===== src/rtl/cube_move_pkg.sv =====
// Shared move-code definitions for the cube solver motor stage: move encoding,
// face indices, decode helpers and the executor state type.
package cube_move_pkg;

  typedef enum logic [3:0] {
    MV_U_CW  = 4'd0,  MV_D_CW  = 4'd1,  MV_L_CW  = 4'd2,
    MV_R_CW  = 4'd3,  MV_F_CW  = 4'd4,  MV_B_CW  = 4'd5,
    MV_U_CCW = 4'd6,  MV_D_CCW = 4'd7,  MV_L_CCW = 4'd8,
    MV_R_CCW = 4'd9,  MV_F_CCW = 4'd10, MV_B_CCW = 4'd11
  } move_e;

  localparam int NUM_FACES = 6;

  localparam logic [2:0] FACE_U = 3'd0;
  localparam logic [2:0] FACE_D = 3'd1;
  localparam logic [2:0] FACE_L = 3'd2;
  localparam logic [2:0] FACE_R = 3'd3;
  localparam logic [2:0] FACE_F = 3'd4;
  localparam logic [2:0] FACE_B = 3'd5;

  // The step/dir phasing (STEP_HI/STEP_LO) lives inside step_pulse_gen.
  typedef enum logic [1:0] {
    ST_IDLE   = 2'd0,
    ST_SETUP  = 2'd1,
    ST_STEP   = 2'd2,
    ST_SETTLE = 2'd3
  } exec_state_e;

  function automatic int max2(input int a, input int b);
    return (a > b) ? a : b;
  endfunction

  function automatic logic is_valid_move(input logic [3:0] code);
    return code <= MV_B_CCW;
  endfunction

  function automatic logic [2:0] move_face(input logic [3:0] code);
    logic [3:0] w_face;
    w_face = (code >= 4'(NUM_FACES)) ? code - 4'(NUM_FACES) : code;
    return w_face[2:0];
  endfunction

  function automatic logic move_dir(input logic [3:0] code);
    return code < MV_U_CCW;
  endfunction

  function automatic logic [5:0] face_onehot(input logic [2:0] face);
    logic [5:0] w_oh;
    case (face)
      FACE_U:  w_oh = 6'b000001;
      FACE_D:  w_oh = 6'b000010;
      FACE_L:  w_oh = 6'b000100;
      FACE_R:  w_oh = 6'b001000;
      FACE_F:  w_oh = 6'b010000;
      FACE_B:  w_oh = 6'b100000;
      default: w_oh = 6'b000000;
    endcase
    return w_oh;
  endfunction

endpackage


===== src/rtl/stepper_move_executor_step_pulse_gen.sv =====
// Generates STEPS_QTR step pulses of STEP_PERIOD cycles (STEP_HIGH high) after
// a start strobe; o_last flags the final cycle of the final period.
module step_pulse_gen
  import cube_move_pkg::*;
#(
  parameter int STEP_PERIOD = 20,
  parameter int STEP_HIGH   = 10,
  parameter int STEPS_QTR   = 50
) (
  input  logic i_clk,
  input  logic i_rst,
  input  logic i_start,
  input  logic i_abort,
  output logic o_step,
  output logic o_last
);

  localparam int CW = $clog2(max2(max2(STEP_PERIOD, STEP_HIGH), STEPS_QTR)) + 1;
  localparam logic [CW-1:0] ONE        = CW'(1);
  localparam logic [CW-1:0] PHASE_LAST = CW'(STEP_PERIOD - 1);
  localparam logic [CW-1:0] STEP_LAST  = CW'(STEPS_QTR - 1);
  localparam logic [CW-1:0] HIGH_LEN   = CW'(STEP_HIGH);

  logic          r_active;
  logic          r_step;
  logic [CW-1:0] r_phase;
  logic [CW-1:0] r_count;
  logic          w_period_end;

  assign w_period_end = r_active && (r_phase == PHASE_LAST);
  assign o_last       = w_period_end && (r_count == STEP_LAST);
  assign o_step       = r_step;

  // NOTE: non-blocking assignments in clocked blocks so every register sees pre-edge values.
  always_ff @(posedge i_clk or posedge i_rst) begin
    if (i_rst) begin
      r_active <= 1'b0;
      r_step   <= 1'b0;
      r_phase  <= '0;
      r_count  <= '0;
    end else if (i_abort) begin
      r_active <= 1'b0;
      r_step   <= 1'b0;
      r_phase  <= '0;
      r_count  <= '0;
    end else if (i_start) begin
      r_active <= 1'b1;
      r_step   <= 1'b1;
      r_phase  <= '0;
      r_count  <= '0;
    end else if (r_active) begin
      if (w_period_end) begin
        r_phase <= '0;
        if (o_last) begin
          r_active <= 1'b0;
          r_step   <= 1'b0;
        end else begin
          r_count <= r_count + ONE;
          r_step  <= 1'b1;
        end
      end else begin
        r_phase <= r_phase + ONE;
        r_step  <= (r_phase + ONE) < HIGH_LEN;
      end
    end
  end

endmodule


===== src/rtl/stepper_move_executor.sv =====
// Executes one cube move per handshake: enables one face motor, sets direction,
// emits one quarter turn of step pulses, then settles and drops the enable.
module stepper_move_executor
  import cube_move_pkg::*;
#(
  parameter int   STEPS_QTR   = 50,
  parameter int   STEP_PERIOD = 20,
  parameter int   STEP_HIGH   = 10,
  parameter int   EN_SETUP    = 20,
  parameter int   SETTLE      = 200,
  parameter logic MS_LEVEL    = 1'b0
) (
  input  logic       i_clk,
  input  logic       i_rst,
  input  logic [3:0] i_move,
  input  logic       i_valid,
  output logic       o_ready,
  input  logic       i_abort,
  output logic [5:0] o_en,
  output logic       o_step,
  output logic       o_dir,
  output logic       o_ms,
  output logic       o_done,
  output logic       o_err,
  output logic [3:0] o_cur_move
);

  localparam int CW = $clog2(max2(max2(max2(STEPS_QTR, STEP_PERIOD),
                                       max2(STEP_HIGH, EN_SETUP)), SETTLE)) + 1;
  localparam logic [CW-1:0] ONE         = CW'(1);
  localparam logic [CW-1:0] SETUP_LAST  = CW'(EN_SETUP - 1);
  localparam logic [CW-1:0] SETTLE_LAST = CW'(SETTLE - 1);

  exec_state_e   r_state;
  logic [CW-1:0] r_cnt;
  logic [5:0]    r_en;
  logic          r_dir;
  logic          r_done;
  logic          r_err;
  logic [3:0]    r_cur_move;

  logic w_abort;
  logic w_xfer;
  logic w_start;
  logic w_last;

  assign o_ready    = (r_state == ST_IDLE);
  // Abort wins over a same-cycle handshake, even from IDLE.
  assign w_xfer     = i_valid && o_ready && !i_abort;
  assign w_abort    = i_abort && (r_state != ST_IDLE);
  assign w_start    = (r_state == ST_SETUP) && (r_cnt == SETUP_LAST);

  assign o_en       = r_en;
  assign o_dir      = r_dir;
  assign o_done     = r_done;
  assign o_err      = r_err;
  assign o_cur_move = r_cur_move;
  assign o_ms       = MS_LEVEL;

  step_pulse_gen #(
    .STEP_PERIOD (STEP_PERIOD),
    .STEP_HIGH   (STEP_HIGH),
    .STEPS_QTR   (STEPS_QTR)
  ) u_pulse (
    .i_clk   (i_clk),
    .i_rst   (i_rst),
    .i_start (w_start),
    .i_abort (w_abort),
    .o_step  (o_step),
    .o_last  (w_last)
  );

  always_ff @(posedge i_clk or posedge i_rst) begin
    if (i_rst) begin
      r_state    <= ST_IDLE;
      r_cnt      <= '0;
      r_en       <= '0;
      r_dir      <= 1'b0;
      r_done     <= 1'b0;
      r_err      <= 1'b0;
      r_cur_move <= '0;
    end else begin
      r_done <= 1'b0;
      r_err  <= 1'b0;
      if (w_abort) begin
        r_state <= ST_IDLE;
        r_en    <= '0;
        r_cnt   <= '0;
      end else begin
        case (r_state)
          ST_IDLE: begin
            if (w_xfer) begin
              r_cur_move <= i_move;
              if (is_valid_move(i_move)) begin
                r_en    <= face_onehot(move_face(i_move));
                r_dir   <= move_dir(i_move);
                r_cnt   <= '0;
                r_state <= ST_SETUP;
              end else begin
                r_err <= 1'b1;
              end
            end
          end
          ST_SETUP: begin
            if (w_start) begin
              r_cnt   <= '0;
              r_state <= ST_STEP;
            end else begin
              r_cnt <= r_cnt + ONE;
            end
          end
          ST_STEP: begin
            if (w_last) begin
              r_cnt   <= '0;
              r_state <= ST_SETTLE;
            end
          end
          ST_SETTLE: begin
            if (r_cnt == SETTLE_LAST) begin
              r_cnt   <= '0;
              r_en    <= '0;
              r_done  <= 1'b1;
              r_state <= ST_IDLE;
            end else begin
              r_cnt <= r_cnt + ONE;
            end
          end
          default: begin
            r_cnt   <= '0;
            r_en    <= '0;
            r_state <= ST_IDLE;
          end
        endcase
      end
    end
  end

endmodule


===== config.mk =====
export PLATFORM = sky130hd
export DESIGN_NAME = stepper_move_executor
export DESIGN_NICKNAME = d
export VERILOG_FILES = /design/src/rtl/cube_move_pkg.sv /design/src/rtl/stepper_move_executor_step_pulse_gen.sv /design/src/rtl/stepper_move_executor.sv
export SDC_FILE = /design/constraint.sdc
export NUM_CORES = 1
export LEC_CHECK = 0
export CAP_MARGIN = 20
export CORE_AREA = 4 4 70 79
export CTS_CLUSTER_SIZE = 24
export DETAILED_ROUTE_END_ITERATION = 8
export DIE_AREA = 0 0 74 83
export GPL_TIMING_DRIVEN = 0
export PLACE_DENSITY_LB_ADDON = 0.2
export SLEW_MARGIN = 40
export SYNTH_ARGS = -nofsm -noshare
export SYNTH_HDL_FRONTEND = slang
export SYNTH_SLANG_ARGS = --single-unit
export TNS_END_PERCENT = 50

===== constraint.sdc =====
create_clock -name i_clk -period 2.28 [get_ports i_clk]
set_clock_uncertainty 0.05 [all_clocks]
set_input_delay 0.456 -clock i_clk [delete_from_list [all_inputs] [get_ports i_clk]]
set_output_delay 0.456 -clock i_clk [all_outputs]
set_load 0.005 [all_outputs]

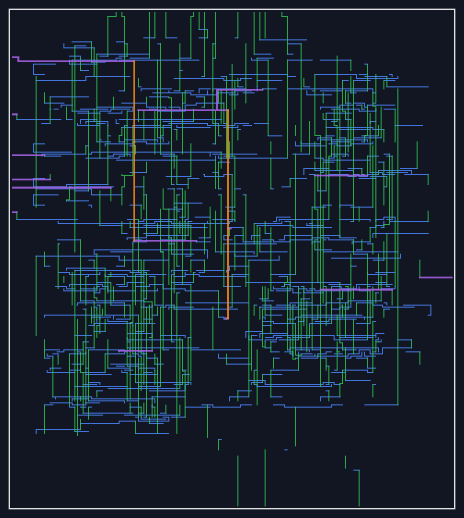
*Metal layers overlaid, run 1*
Scale: 6 px per µm.
- green: M2 (wire length 2140 µm)
- blue: M1 (wire length 2160 µm)
- purple: M3 (wire length 118 µm)
- orange: M4 (wire length 64.6 µm)
average routed wire per standard cell: 13.5 µm
vias: 1754
DRT Wirelength: 4480 µm
Tot GR Track Use: 16.0%

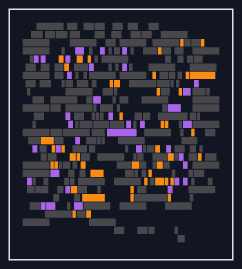
*Logic cells by family, run 1*
Scale: 3 px per µm.
- purple: aoi and oai cells (cells 36)
- orange: nor cells (cells 44)

==> run notes, run 1 <==
Notes from the flow run.

Logic synthesis:
- Of the combinational cells, the family taking the most area is simple AND/OR/NAND/NOR gates.
- The run puts the area fraction in full adders, half adders and majority gates at 4.34%.
- The run gives the number of nets at floorplan as 261.
- The run puts the count of cell types in the netlist at 49.
- The run puts the portion of the post-synthesis area used by sequential elements at around 43%.
- The run gives the total cells reported by yosys after synthesis as between 200 and 250.
- After Yosys synthesis, and, or, nand and nor cells account for 25.2% of the synthesized area.
- The run gives the share of async-settable or async-resettable flops after synthesis as 100%.
- The run puts the multiplexer area fraction after synthesis at 4.23%.
- Per the post-synthesis report, the number of cells in the design is 245.
- For this run, the leading register cell type out of synthesis is sky130_fd_sc_hd__dfrtp_1.
- For reference, XOR and XNOR gates occupy 3.80% of the area reported after synthesis.
- Before any placement, the netlist area is recorded as 2310 µm².

STA:
- Per the final timing report, the hold violations number 0.
- The run puts the max-slew violation count at 0.
- After layout, the minimum clock period comes to around 2.2 ns.
- Once routing completed, OpenROAD measured the worst setup slack at slightly below 0.07 ns.
- In the final report, the number of endpoints failing setup comes to 0.
- The run puts the fmax at 452 MHz.
- Adding up every negative setup slack in the final design gives 0 ns.

Critical path:
- The run gives the critical path's most frequent cell as sky130_fd_sc_hd__buf_6.
- The run puts the biggest cell delay along the critical path at 0.53 ns.
- Per STA, the worst path is made up of buf_6, or4b_4, nand4bb_4, a32oi_4, buf_6, o21ai_1, a22o_1.
- The run gives the worst setup slack for register-to-register paths as slightly below 0.07 ns.
- STA classifies the critical path startpoint as a flip-flop.
- The run gives the kind of cell adding the most delay to the critical path as simple AND/OR/NAND/NOR gates.
- The run puts the worst endpoint required time at 2.41 ns.
- The capture point of the critical path was reported as r_cnt[8].
- The timing report notes that buffer and inverter cells on the critical path total 2.
- STA classifies the critical path endpoint as a flip-flop.
- The critical path maximum fanout is 10.
- The slowest stage of the critical path is the sky130_fd_sc_hd__or4b_4 cell.

Global routing:
- The run gives the initial antenna violation count as 0.
- met2 track demand over resource after global routing is about a quarter.
- The run gives the total congestion overflow after global routing as 0.
- The run puts the global routing met3 resource utilization at under 10%.
- The run puts the first-pass GRT wire length at 7890 µm.
- On met1, the global router reports a usage of 21.3%.
- The run puts the maximum number of pins on one net before global-route repair at 41.

Min path:
- The run gives the origin of the worst min-delay path as o_en[0].
- STA shows the worst min-delay path finishing at o_en[0].
- The most critical min-delay path falls under flip-flop to flip-flop.

Floorplanning:
- The run gives the cell row count as 27.
- The run gives the die area as between 6000 and 7000 µm².
- The run puts the number of top-level design ports at 24.
- The run gives the initial cell density of the core as 47.7%.

Route:
- The run gives the wire length on met3 as 118 µm.
- In this run the remaining antenna-violating nets after routing total 0.
- Wire segments on met2 add up to 2140 µm in the final route.
- The script logs the ratio of routed vias to standard cells as 5.30.
- The run gives the first-pass detailed-route iteration total as 4.
- The first routing iteration left about 100 violations.

Clock tree:
- The H-tree was split into 2 levels.
- The run gives the clock sink count as 40.
- The run puts the number of buffers created by CTS at 5.
- The run puts the number of hold-repair buffers added at the cts stage at 0.
- The tree is rooted in a sky130_fd_sc_hd__clkbuf_8.
- The run puts the maximum buffer depth of the clock tree at 2.
- The run gives the TritonCTS clock tree as done.
- The registers of the reported paths see a clock transition of 0.08 ns.

Cells and area:
- Between the synthesized netlist and the finished layout, the area growth was recorded as 18.2%.
- The run puts the final instance area at 2730 µm².
- The run puts the ratio of cells with drive above 1 in the final layout at approximately 14%.
- Per the cell usage report, the commonest logic cells after layout are 40 x sky130_fd_sc_hd__dfrtp_1, 30 x sky130_fd_sc_hd__nand2_1, 27 x sky130_fd_sc_hd__nor2_1.

Flow run:
- The run puts the count of tool warnings at 30.

Pwr:
- The run gives the power per unit of standard cell area as about 900 nW/µm².
- The run gives the leakage power of the design as 1.18 nW.

Placement:
- Summed over all nets, the half-perimeter wirelength after detailed placement is 3130 µm.
- OpenSTA, run right after detailed placement, puts the worst setup slack at -0.132 ns.
- The run gives the post-place instance area as 2580 µm².
- During placement, the flow inserted port buffers numbering 20.

Outcome:
- The run finished with clean final reports.
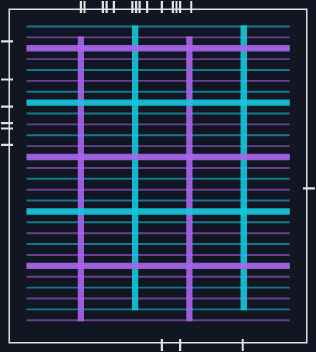
*Supply network, run 1*
Scale: 4 px per µm. Pins as bars on the die edge.
- cyan: VDD
- purple: VSS
- met5 straps: 5
- met4 straps: 4
- rows: 27
IR drop worst, VDD: 0.554 mV
DIE WIDTH: 74 µm
core region area: 4830 µm²

run 1: report_power, final:
part	total [mW]	switching (mW)	leakage (nW)	internal (mW)
Combinational	0.988	0.482	0.583	0.505
Sequential	0.912	0.0762	0.542	0.836
Clock	0.571	0.246	0.0552	0.325
run 1: synth_stat cells, drive strengths merged (5+ instances only):
| master | number | area (µm²) |
|---|---|---|
| nand2b | 6 | 37.5 |
| mux2 | 6 | 67.6 |
| nor2b | 5 | 31.3 |
| buf | 5 | 42.5 |
| clkbuf | 7 | 26.3 |
| a22o | 5 | 43.8 |
| o21ai | 15 | 82.6 |
| xor2 | 7 | 61.3 |
| dfrtp | 40 | 1000 |
| nand4 | 6 | 37.5 |
| ha | 8 | 100 |
| nor2 | 27 | 101 |
| inv | 11 | 41.3 |
| nand3 | 7 | 35.0 |
| a21oi | 13 | 65.1 |
| nand2 | 30 | 113 |
| nor3 | 5 | 25.0 |
run 1: kinds of logic after synthesis:
logic type               after synthesis
adder cells (fa/ha/maj)                8
XOR/XNOR                              10
buffers and inverters                 23
other                                  1
multiplexers                           9
AND/OR/NAND/NOR                      108
flip-flops                            40
AND-OR/OR-AND                         46
run 1: metrics by stage:
stage               instances  util [%]
finish                    331      56.4
global route              331      56.4
CTS                       330      55.8
detailed placement        323      53.4
global placement          323      53.4
floorplan                 245         -
run 1: layout make-up:
class	instances	area (µm²)
Sequential cell	40	1000
Clock buffer	6	72.6
Buffer	11	67.6
Fill cell	462	2110
Clock inverter	2	35.0
Multi-Input combinational cell	182	1220
Inverter	11	43.8
Tap cell	58	72.6
Timing Repair Buffer	21	208
run 1: what timing repair did:
item / CTS / global route
endpoints found under the hold margin: 0 / 0
buffers inserted: 0 / 1
resized: 3 / 7
endpoints found under the setup margin: 18 / 26
pin swaps: 0 / 1
### Clock network drawn from the DEF, run 1

Scale: 3 px per µm.
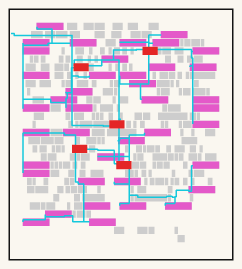

--- run 2 (diff from run 1) ---
--- a/config.mk
+++ b/config.mk
@@ -6,14 +6,15 @@
 export NUM_CORES = 1
 export LEC_CHECK = 0
 export CAP_MARGIN = 20
-export CORE_AREA = 4 4 70 79
+export CORE_AREA = 4 4 70 78
 export CTS_CLUSTER_SIZE = 24
 export DETAILED_ROUTE_END_ITERATION = 8
-export DIE_AREA = 0 0 74 83
+export DIE_AREA = 0 0 74 82
 export GPL_TIMING_DRIVEN = 0
 export PLACE_DENSITY_LB_ADDON = 0.2
 export SLEW_MARGIN = 40
 export SYNTH_ARGS = -nofsm -noshare
 export SYNTH_HDL_FRONTEND = slang
+export SYNTH_HIERARCHICAL = 1
 export SYNTH_SLANG_ARGS = --single-unit
 export TNS_END_PERCENT = 50
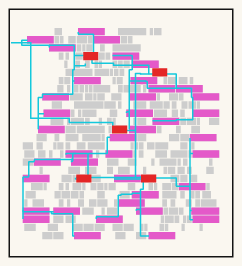
*Clock network drawn from the DEF, run 2*
Scale: 3 px per µm.
- cyan: clock wires (length 537 µm)
- magenta: flip-flops (count 40)
- red: clock-net drivers (count 5)
- flops lie: spread over the die
- routed clock nets: 6

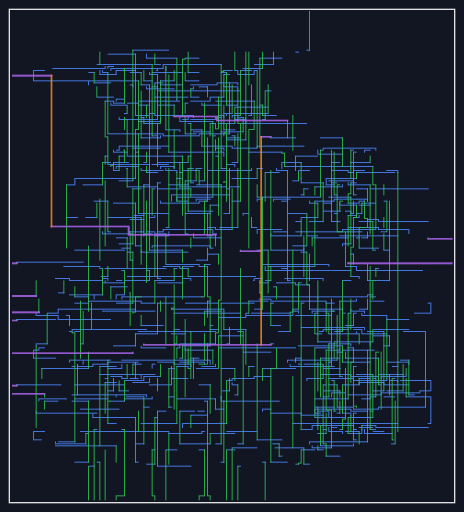
*Metal layers overlaid, run 2*
Scale: 6 px per µm.
- green: M2 (wire length 2210 µm)
- orange: M4 (wire length 59.8 µm)
- purple: M3 (wire length 138 µm)
- blue: M1 (wire length 2190 µm)

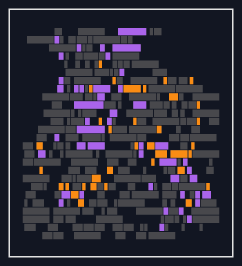
*Logic cells by family, run 2*
Scale: 3 px per µm.
Layout Cells excl Fill: 326
top logic cell by instance count in the layout: sky130_fd_sc_hd__dfrtp_1
Comb area share: 45.3%

==> run notes, run 2 <==
Notes from the flow run.

Route:
- The run gives the first-pass detailed-route iteration total as 4.
- The run puts the DRC violation total after the first TritonRoute iteration at 60.
- Per the detail_route report, DRC violations left total 0.
- The run gives the total via count in the routed design as 1777.
- The run gives the total met2 wirelength after detailed routing as 2210 µm.
- The run gives the routed via count divided by cell count as between 5 and 6.
- Routed signal wires occupy layers up through met4.
- Per the detail_route report, routed wire per instance is 14.1 µm.
- The run gives the wire length on met3 as 137 µm.
- The run gives the post-detailed-routing wire length as 4600 µm.
- Per the post-route antenna check, the number of violating nets is 0.
- The run gives the met1 routed wirelength after detailed routing as 2190 µm.

Cells and area:
- The run gives the share of the core filled with cells as 60.3%.
- The run gives the flip-flop count of the largest register after layout as 9.
- The run gives the number of antenna repair diodes as 0.
- The run gives the final instance area as around 2800 µm².
- The largest register by flop count is r_cnt.
- In the final layout, the registers with the most flip-flops are r_cnt x9, u_pulse/r_count x7, u_pulse/r_phase x7.
- The run gives the ratio of cells with drive above 1 in the final layout as 20.7%.
- From synthesis to final layout, the design area changed by 24.3%.
- The run gives the number of nets at the end of the flow as around 290.
- The top cell types in the final layout, fill and taps aside, are 39 x sky130_fd_sc_hd__dfrtp_1, 21 x sky130_fd_sc_hd__clkdlybuf4s50_1, 20 x sky130_fd_sc_hd__nor2_1.
- The run gives the total of fill cells in the finished design as 390.

Logic synthesis:
- The run gives the most used flip-flop cell after synthesis as sky130_fd_sc_hd__dfrtp_1.
- For reference, the top cells by count after synthesis are 40 x sky130_fd_sc_hd__dfrtp_1, 21 x sky130_fd_sc_hd__nor2_1, 20 x sky130_fd_sc_hd__nand2_1.
- The run gives the flip-flop and latch count after synthesis as approximately 40.
- After synthesis, flip-flops and latches occupy 44.4% of the total area.
- The run puts the post-synthesis area per instance at 9.68 µm².
- The run puts the post-synth tally of flip-flops with integrated enable at 0.
- The run gives the mapped cell area as ~2300 µm².
- The synthesis report lists the most area-consuming cells as sky130_fd_sc_hd__dfrtp_1 44%, sky130_fd_sc_hd__ha_1 4.4%, sky130_fd_sc_hd__o21ai_0 4.2%.
- The run puts the multiplexer area fraction after synthesis at 5.77%.
- The synth_stat.txt file lists the number of cells as 233.
- The run gives the share of async-settable or async-resettable flops after synthesis as 100%.
- The run gives the xor/xnor cell area share of the yosys netlist as 3.88%.
- The biggest area contributor in the post-synthesis netlist is sky130_fd_sc_hd__dfrtp_1.
- The run puts the number of nets at floorplan at 249.
- The synthesized netlist contains 50 unique library cells.
- The run gives the main logic family after synthesis as simple AND/OR/NAND/NOR gates.
- The run puts the post-synthesis instance total at 233.
- The run gives the chip area from the yosys synthesis statistics as 2260 µm².
- The area fraction of the largest cell type after synthesis is 44.4%.
- Summing the areas of all fa, ha and maj instances in the mapped netlist gives 4.44% of the synthesized area.
- Yosys instantiated no cell more often than sky130_fd_sc_hd__dfrtp_1.
- The run puts the number of warnings printed during yosys synthesis at 6.
- Of the total synthesized cell area, the portion taken by AND-OR and OR-AND cells is 15.4%.
- The run puts the simple logic cell fraction of the synthesized area at 21.6%.

Global routing:
- The run puts the total congestion overflow after global routing at 0.
- The run puts the via count of the first global-routing pass at 1758.
- met3 track demand over resource after global routing is 4.41%.
- Global routing put the most usage on met2.
- The run gives the total global-route track usage as 16.6%.
- The run puts the met1 usage at between 10% and 20%.
- The initial antenna violation count was 0.
- The run gives the first-pass GRT wire length as 7800 µm.
- Entering global routing, the biggest net connects 25 pins.
- For this run, global-route usage on met2 was measured as 28.3%.

STA:
- For the pin with the worst max-slew slack, the measured transition is approximately 0.61 ns.
- The run gives the hold violation count in the final report as 0.
- The run puts the final setup violation count at 0.
- The run puts the max-slew violation count at 0.
- The run puts the final period utilization at 98.6%.
- The run gives the total negative slack as 0 ns.
- Hold is met by 0.463 ns.
- The run gives the fmax as 445 MHz.
- The slew check shows that the tightest pin keeps a relative margin of 59.3%.
- Setup repair after global routing could not meet its margin everywhere.
- After layout, the minimum clock period comes to 2.25 ns.
- The run puts the final setup slack of the worst path at about 0.031 ns.

Pwr:
- The run gives the power per unit of standard cell area as between 800 and 900 nW/µm².
- The run gives the part of the total power dissipated in combinational logic as 45.8%.
- The run puts the leakage power of the design at 1.16 nW.
- The run puts the sequential cell fraction of total power at around 36%.
- Of the total power, the share spent switching nets is approximately a third.
- The run puts the clock power share at 17.8%.
- The run puts the total net switching power at 879 µW.
- The run puts the design internal power at 1.62 mW.
- VDD sags by at most between 0.5 and 0.6 mV.
- The run puts the total power after layout at around 2.5 mW.

Critical path:
- The run gives the buffering stage count on the worst path with inverters included as 0.
- The data required time reported for the critical path is 2.45 ns.
- The run puts the cell depth of the worst flop-to-flop path at 5.
- Listed in order, past its start point the critical path passes ha_4, or4b_4, or4_4, a311oi_4, mux2i_1.
- The run gives the startpoint type of the worst setup path as a flip-flop.
- The run gives the worst setup slack for register-to-register paths as 0.03 ns.
- Among cell families on the critical path, the largest total delay comes from simple AND/OR/NAND/NOR gates.
- The longest incremental delay of any stage on the critical path is reported as roughly 0.52 ns.
- For the worst reg-to-reg path, the endpoint reported by OpenROAD is r_state[1].
- The run gives the data arrival time at the worst-slack endpoint as 2.42 ns.
- The run gives the master of the slowest instance on the critical path as sky130_fd_sc_hd__or4b_4.
- Per the timing report, the most critical flop-to-flop path originates at r_cnt[0].
- The setup path with the least slack is of type flip-flop to flip-flop.
- The run gives the kind of end point of the critical path as a flip-flop.
- STA lists the maximum fanout along the critical path as 4.

Placement:
- The run gives the worst setup timing slack at the placement stage as -0.400 ns.
- The run gives the tally of buffers added on design ports as 21.
- The run gives the post-placement cell count as between 300 and 400.
- Detailed placement ended at an HPWL of approximately 3200 µm.
- The run puts the post-place instance area at 2540 µm².
- The run puts the final weighted congestion in routability-driven placement at 0.765.

Floorplanning:
- The share of the core area taken by cells at floorplan is approximately 48%.
- The run gives the chip width as 74 µm.
- The run gives the cell row count as 26.
- The run gives the floorplan die height as about 82 µm.
- The run gives the die area as 6070 µm².
- The run gives the placeable core region as 4650 µm².
- The run gives the number of top-level design ports as 24.

Min path:
- Hold analysis shows the worst path with a depth of 1.
- STA shows the worst min-delay path finishing at o_cur_move[1].
- Looking at hold timing, the worst path starts from o_cur_move[1].
- The min-delay analysis places its worst path in the category flip-flop to flip-flop.

Outcome:
- The run finished with clean final reports.

Flow run:
- Warnings raised by the tools during the run amount to 32.
- The run puts the max-capacitance violation count at 0.

Clock tree:
- The run puts the number of buffers created by CTS at 5.
- The clock reaches the later pin of the worst-skew pair after roughly 0.29 ns.
- The run gives the clock-pin transition on the worst setup and hold timing paths as 0.07 ns.
- The run gives the number of hold-repair buffers added at the cts stage as 0.
- The H-tree was split into 2 levels.
- The tree is rooted in a sky130_fd_sc_hd__clkbuf_8.
- Clock tree synthesis found a total of 40 sinks.
- TritonCTS built the clock tree.
- The run puts the maximum buffer depth of the clock tree at 2.
==> run 2: cell count changes after synthesis, moves of 5 or more <==
cell                      change
sky130_fd_sc_hd__nand2_1     -10
sky130_fd_sc_hd__nand3_1      +7
sky130_fd_sc_hd__a22o_1       -5
sky130_fd_sc_hd__o21ai_0      +8
sky130_fd_sc_hd__nor2_1       -6
sky130_fd_sc_hd__inv_1        +6
==> run 2: what timing repair did <==
item,4_1_cts,5_1_grt
pin swaps,8,8
cloned,0,0
buffers inserted,8,2
setup endpoints to repair,21,17
resized,16,12
==> run 2: worst max path at each step <==
stage                       start                  to  slack, ns  depth (start not counted)
2_1_floorplan  u_pulse/r_phase[3]            r_cnt[7]      -0.01                          8
5_1_grt        u_pulse/r_phase[6]          r_state[0]      -0.14                          8
4_1_cts        u_pulse/r_phase[3]            r_cnt[6]      0.003                          9
3_5_place_dp             r_cnt[0]  u_pulse/r_phase[3]      -0.40                          8
6_report                 r_cnt[0]          r_state[1]       0.03                          5
3_3_place_gp             r_cnt[0]  u_pulse/r_phase[3]      -0.36                          8
==> run 2: final cells by class <==
| cell class | instances | area (µm²) | area share, % |
|---|---|---|---|
| Inverter | 18 | 67.6 | 2.41 |
| Timing Repair Buffer | 31 | 285 | 10.2 |
| Buffer | 6 | 31.3 | 1.12 |
| Clock buffer | 6 | 72.6 | 2.59 |
| Clock inverter | 1 | 5.00 | 0.178 |
| Multi-Input combinational cell | 168 | 1270 | 45.3 |
| Sequential cell | 40 | 1000 | 35.7 |
| Tap cell | 56 | 70.1 | 2.50 |
==> run 2: power groups by stage <==
stage	combinational [mW]	clock (mW)	sequential [mW]
after floorplan	0.600	0	0.915
after global placement	0.943	0	0.918
after detailed placement	0.956	0	0.919
after CTS	1.11	0.463	0.904
after global routing	1.26	0.490	0.925
final	1.14	0.445	0.910
Power is estimated from default activity; no workload was simulated.
